--- src/rtl/udp_stream_arbiter_pkg.sv ---
// Shared definitions for the UDP stream arbiter: FSM encoding and width helpers.
package udp_stream_arbiter_pkg;

  typedef enum logic [1:0] {
    ARB_IDLE  = 2'd0,
    ARB_BUSY  = 2'd1,
    ARB_DRAIN = 2'd2
  } arb_state_e;

  // Ceiling log2 for elaboration-time width calculations.
  function automatic int clog2(input int value);
    int r;
    for (r = 0; (1 << r) < value; r++) begin
    end
    return r;
  endfunction

  // Index width for a source count; never narrower than one bit.
  function automatic int id_width(input int n_src);
    return (clog2(n_src) < 1) ? 1 : clog2(n_src);
  endfunction

endpackage

--- src/rtl/udp_stream_arbiter_rr_pick.sv ---
// Combinational round-robin picker: first requester after last_grant, wrapping.
module udp_stream_arbiter_rr_pick #(
  parameter int N_SRC = 4,
  parameter int ID_W  = 2
) (
  input  logic [N_SRC-1:0] req,
  input  logic [ID_W-1:0]  last_grant,
  output logic [ID_W-1:0]  gnt_idx,
  output logic             gnt_valid
);

  // Scan offsets from farthest to nearest so the nearest requester after last_grant wins.
  always_comb begin
    gnt_idx   = {ID_W{1'b0}};
    gnt_valid = 1'b0;
    for (int k = N_SRC; k >= 1; k--) begin
      logic [ID_W-1:0] cand;
      cand = ID_W'((int'(last_grant) + k) % N_SRC);
      if (req[cand]) begin
        gnt_idx   = cand;
        gnt_valid = 1'b1;
      end else begin
        gnt_idx   = gnt_idx;
        gnt_valid = gnt_valid;
      end
    end
  end

endmodule

--- src/rtl/udp_stream_arbiter.sv ---
// Packet-atomic round-robin merge of N_SRC AXI-Stream sources into one tagged stream,
// with truncation of runaway packets longer than MAX_BEATS.
module udp_stream_arbiter
  import udp_stream_arbiter_pkg::*;
#(
  parameter int N_SRC     = 4,
  parameter int DATA_W    = 32,
  parameter int MAX_BEATS = 1500,
  localparam int ID_W     = id_width(N_SRC)
) (
  input  logic                    clk,
  input  logic                    rst_n,
  input  logic [N_SRC*DATA_W-1:0] s_axis_tdata,
  input  logic [N_SRC-1:0]        s_axis_tvalid,
  input  logic [N_SRC-1:0]        s_axis_tlast,
  output logic [N_SRC-1:0]        s_axis_tready,
  output logic [DATA_W-1:0]       m_axis_tdata,
  output logic                    m_axis_tvalid,
  output logic                    m_axis_tlast,
  output logic [ID_W-1:0]         m_axis_tid,
  input  logic                    m_axis_tready,
  output logic                    trunc_pulse
);

  localparam int CNT_W = clog2(MAX_BEATS + 1);
  localparam logic [CNT_W-1:0] MAX_CNT = CNT_W'(MAX_BEATS);

  arb_state_e        state_r, state_s;
  logic [ID_W-1:0]   grant_r, grant_s;
  logic [ID_W-1:0]   last_grant_r, last_grant_s;
  logic [CNT_W-1:0]  beat_cnt_r, beat_cnt_s;
  logic [CNT_W-1:0]  cnt_inc_s;
  logic [ID_W-1:0]   pick_idx_s;
  logic              pick_valid_s;
  logic              out_free_s;
  logic              sel_valid_s;
  logic              sel_last_s;
  logic [DATA_W-1:0] sel_data_s;
  logic              load_s;
  logic              load_last_s;
  logic              trunc_s;

  udp_stream_arbiter_rr_pick #(
    .N_SRC (N_SRC),
    .ID_W  (ID_W)
  ) u_pick (
    .req        (s_axis_tvalid),
    .last_grant (last_grant_r),
    .gnt_idx    (pick_idx_s),
    .gnt_valid  (pick_valid_s)
  );

  // Select the granted source and decide whether the output register can take a beat.
  always_comb begin
    sel_data_s  = s_axis_tdata[int'(grant_r)*DATA_W +: DATA_W];
    sel_valid_s = s_axis_tvalid[grant_r];
    sel_last_s  = s_axis_tlast[grant_r];
    out_free_s  = !m_axis_tvalid || m_axis_tready;
    cnt_inc_s   = beat_cnt_r + CNT_W'(1);
  end

  // Next-state, grant bookkeeping and per-source ready.
  always_comb begin
    state_s       = state_r;
    grant_s       = grant_r;
    last_grant_s  = last_grant_r;
    beat_cnt_s    = beat_cnt_r;
    load_s        = 1'b0;
    load_last_s   = 1'b0;
    trunc_s       = 1'b0;
    s_axis_tready = {N_SRC{1'b0}};
    case (state_r)
      ARB_IDLE: begin
        if (pick_valid_s) begin
          grant_s = pick_idx_s;
          state_s = ARB_BUSY;
        end else begin
          state_s = ARB_IDLE;
        end
      end
      ARB_BUSY: begin
        s_axis_tready[grant_r] = out_free_s;
        if (sel_valid_s && out_free_s) begin
          load_s = 1'b1;
          if (sel_last_s) begin
            load_last_s  = 1'b1;
            beat_cnt_s   = {CNT_W{1'b0}};
            last_grant_s = grant_r;
            state_s      = ARB_IDLE;
          end else if (cnt_inc_s == MAX_CNT) begin
            // Runaway packet: close it here, swallow the rest in DRAIN.
            load_last_s  = 1'b1;
            trunc_s      = 1'b1;
            beat_cnt_s   = cnt_inc_s;
            last_grant_s = grant_r;
            state_s      = ARB_DRAIN;
          end else begin
            beat_cnt_s = cnt_inc_s;
          end
        end else begin
          state_s = ARB_BUSY;
        end
      end
      ARB_DRAIN: begin
        s_axis_tready[grant_r] = 1'b1;
        if (sel_valid_s && sel_last_s) begin
          beat_cnt_s = {CNT_W{1'b0}};
          state_s    = ARB_IDLE;
        end else begin
          state_s = ARB_DRAIN;
        end
      end
      default: begin
        beat_cnt_s = {CNT_W{1'b0}};
        state_s    = ARB_IDLE;
      end
    endcase
  end

  // FSM state, grant and beat counter registers.
  always_ff @(posedge clk or negedge rst_n) begin
    if (!rst_n) begin
      state_r      <= ARB_IDLE;
      grant_r      <= {ID_W{1'b0}};
      last_grant_r <= ID_W'(N_SRC - 1);
      beat_cnt_r   <= {CNT_W{1'b0}};
    end else begin
      state_r      <= state_s;
      grant_r      <= grant_s;
      last_grant_r <= last_grant_s;
      beat_cnt_r   <= beat_cnt_s;
    end
  end

  // Output register: load on accepted beat, hold while stalled, drop valid after handshake.
  always_ff @(posedge clk or negedge rst_n) begin
    if (!rst_n) begin
      m_axis_tdata  <= {DATA_W{1'b0}};
      m_axis_tvalid <= 1'b0;
      m_axis_tlast  <= 1'b0;
      m_axis_tid    <= {ID_W{1'b0}};
      trunc_pulse   <= 1'b0;
    end else begin
      trunc_pulse <= trunc_s;
      if (load_s) begin
        m_axis_tdata  <= sel_data_s;
        m_axis_tvalid <= 1'b1;
        m_axis_tlast  <= load_last_s;
        m_axis_tid    <= grant_r;
      end else if (m_axis_tready) begin
        m_axis_tvalid <= 1'b0;
      end
    end
  end

endmodule

--- config.mk ---
export PLATFORM = sky130hd
export DESIGN_NAME = udp_stream_arbiter
export DESIGN_NICKNAME = d
export VERILOG_FILES = /design/src/rtl/udp_stream_arbiter_pkg.sv /design/src/rtl/udp_stream_arbiter_rr_pick.sv /design/src/rtl/udp_stream_arbiter.sv
export SDC_FILE = /design/constraint.sdc
export NUM_CORES = 1
export LEC_CHECK = 0
export CAP_MARGIN = 20
export CORE_MARGIN = 4
export CORE_UTILIZATION = 39
export DETAILED_ROUTE_END_ITERATION = 16
export PLACE_DENSITY = 0.85
export SETUP_SLACK_MARGIN = 0.5
export SLEW_MARGIN = 0
export SYNTH_ARGS = -nofsm -noshare
export SYNTH_HDL_FRONTEND = slang
export SYNTH_SLANG_ARGS = --single-unit
--- constraint.sdc ---
create_clock -name clk -period 2.5 [get_ports clk]
set_input_delay 0.5 -clock clk [delete_from_list [all_inputs] [get_ports clk]]
set_output_delay 0.5 -clock clk [all_outputs]
set_load 0.005 [all_outputs]
**Ports around the boundary**

Pins as bars across the die edge, other pins in gray.
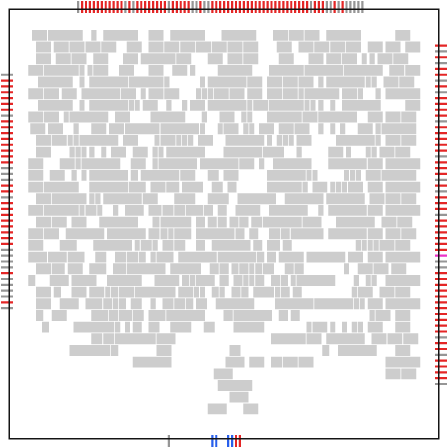
| color | port | pins | direction | edge |
|---|---|---|---|---|
| blue | s_axis_tlast | 4 | input | bottom |
| red | s_axis_tdata | 128 | input | 56 top, 44 right, 26 left, 2 bottom |
| magenta | trunc_pulse | 1 | output | right |
all pins by edge: 73 top, 59 right, 41 left, 7 bottom
Port Buffers: 179
die y size: 99.8 um
die width: 99.8 um

==> Changelog: implementation <==
### Physical design

- Status: finished clean
- Resized cells post-CTS: 34
- DR WL/cell: approximately 18 um
- Min-Delay Path Class: input port to async pin
- Final non-filler cell area: around 5600 um^2
- Clock share of power: 0.091
- Met1 usage: 0.232
- Cell count along the critical path: 5
- Final period utilization: 0.831
- Lkg Pwr: 2.42 nW
- Post-Syn Area: around 3300 um^2
- Gr usage total: 0.210
- Largest net degree at the start of global routing: 37
- Worst setup EP type: output pin
- Die ar.: 9950 um^2
- Vias in the first global route: about 3400
- Switch Pwr: 2.01 mW
- PwrDens: ~940 nW/um^2
- CTS clk-pin slew, worst paths: 0.10 ns
- Critical Path RT: 2.00 ns
- Critical Path Start Type: flip-flop
- Met3 routed WL: just over 900 um
- Relative slew slack: 0.594
- First-pass detailed-route iteration total: 4
- Flops after synth: about 54
- Filler instances: 599
- Top-count cell post-synth: nand2_1
- ANT cells: 1
- ClkCell Share: 0.0150
- Dpl cell area: between 5000 and 6000 um^2
- Biggest register: m_axis_tdata
- Post-cts hold buffer count: 0
- Non-clock inverters: 7
- Sequential fraction of the synthesis area: 0.412
- RSZ-0062 raised after global routing: true
- Total gr overflow: 0
- FFs & Latches: ~54
- Biggest consumer: combinational logic
- Biggest regs: m_axis_tdata (32), beat_cnt_r (11)
- Post-synth top area cell: dfrtp_1
- Internal reg-to-reg setup slack: roughly 0.53 ns
**Placement view**

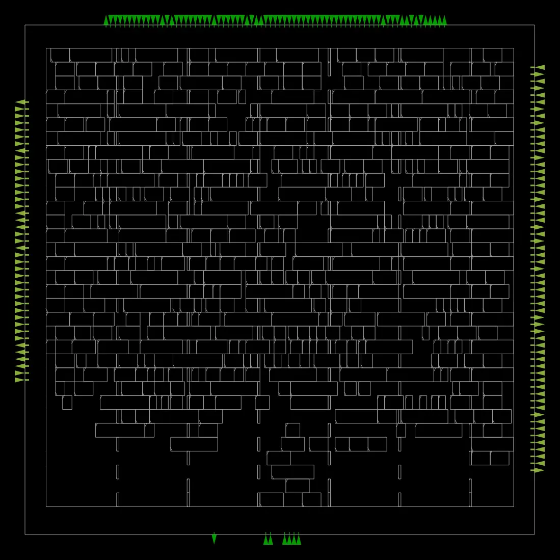
Post-Layout Cell Count: 610
core outline area: 8220 um^2

Power is estimated from default activity; no workload was simulated.
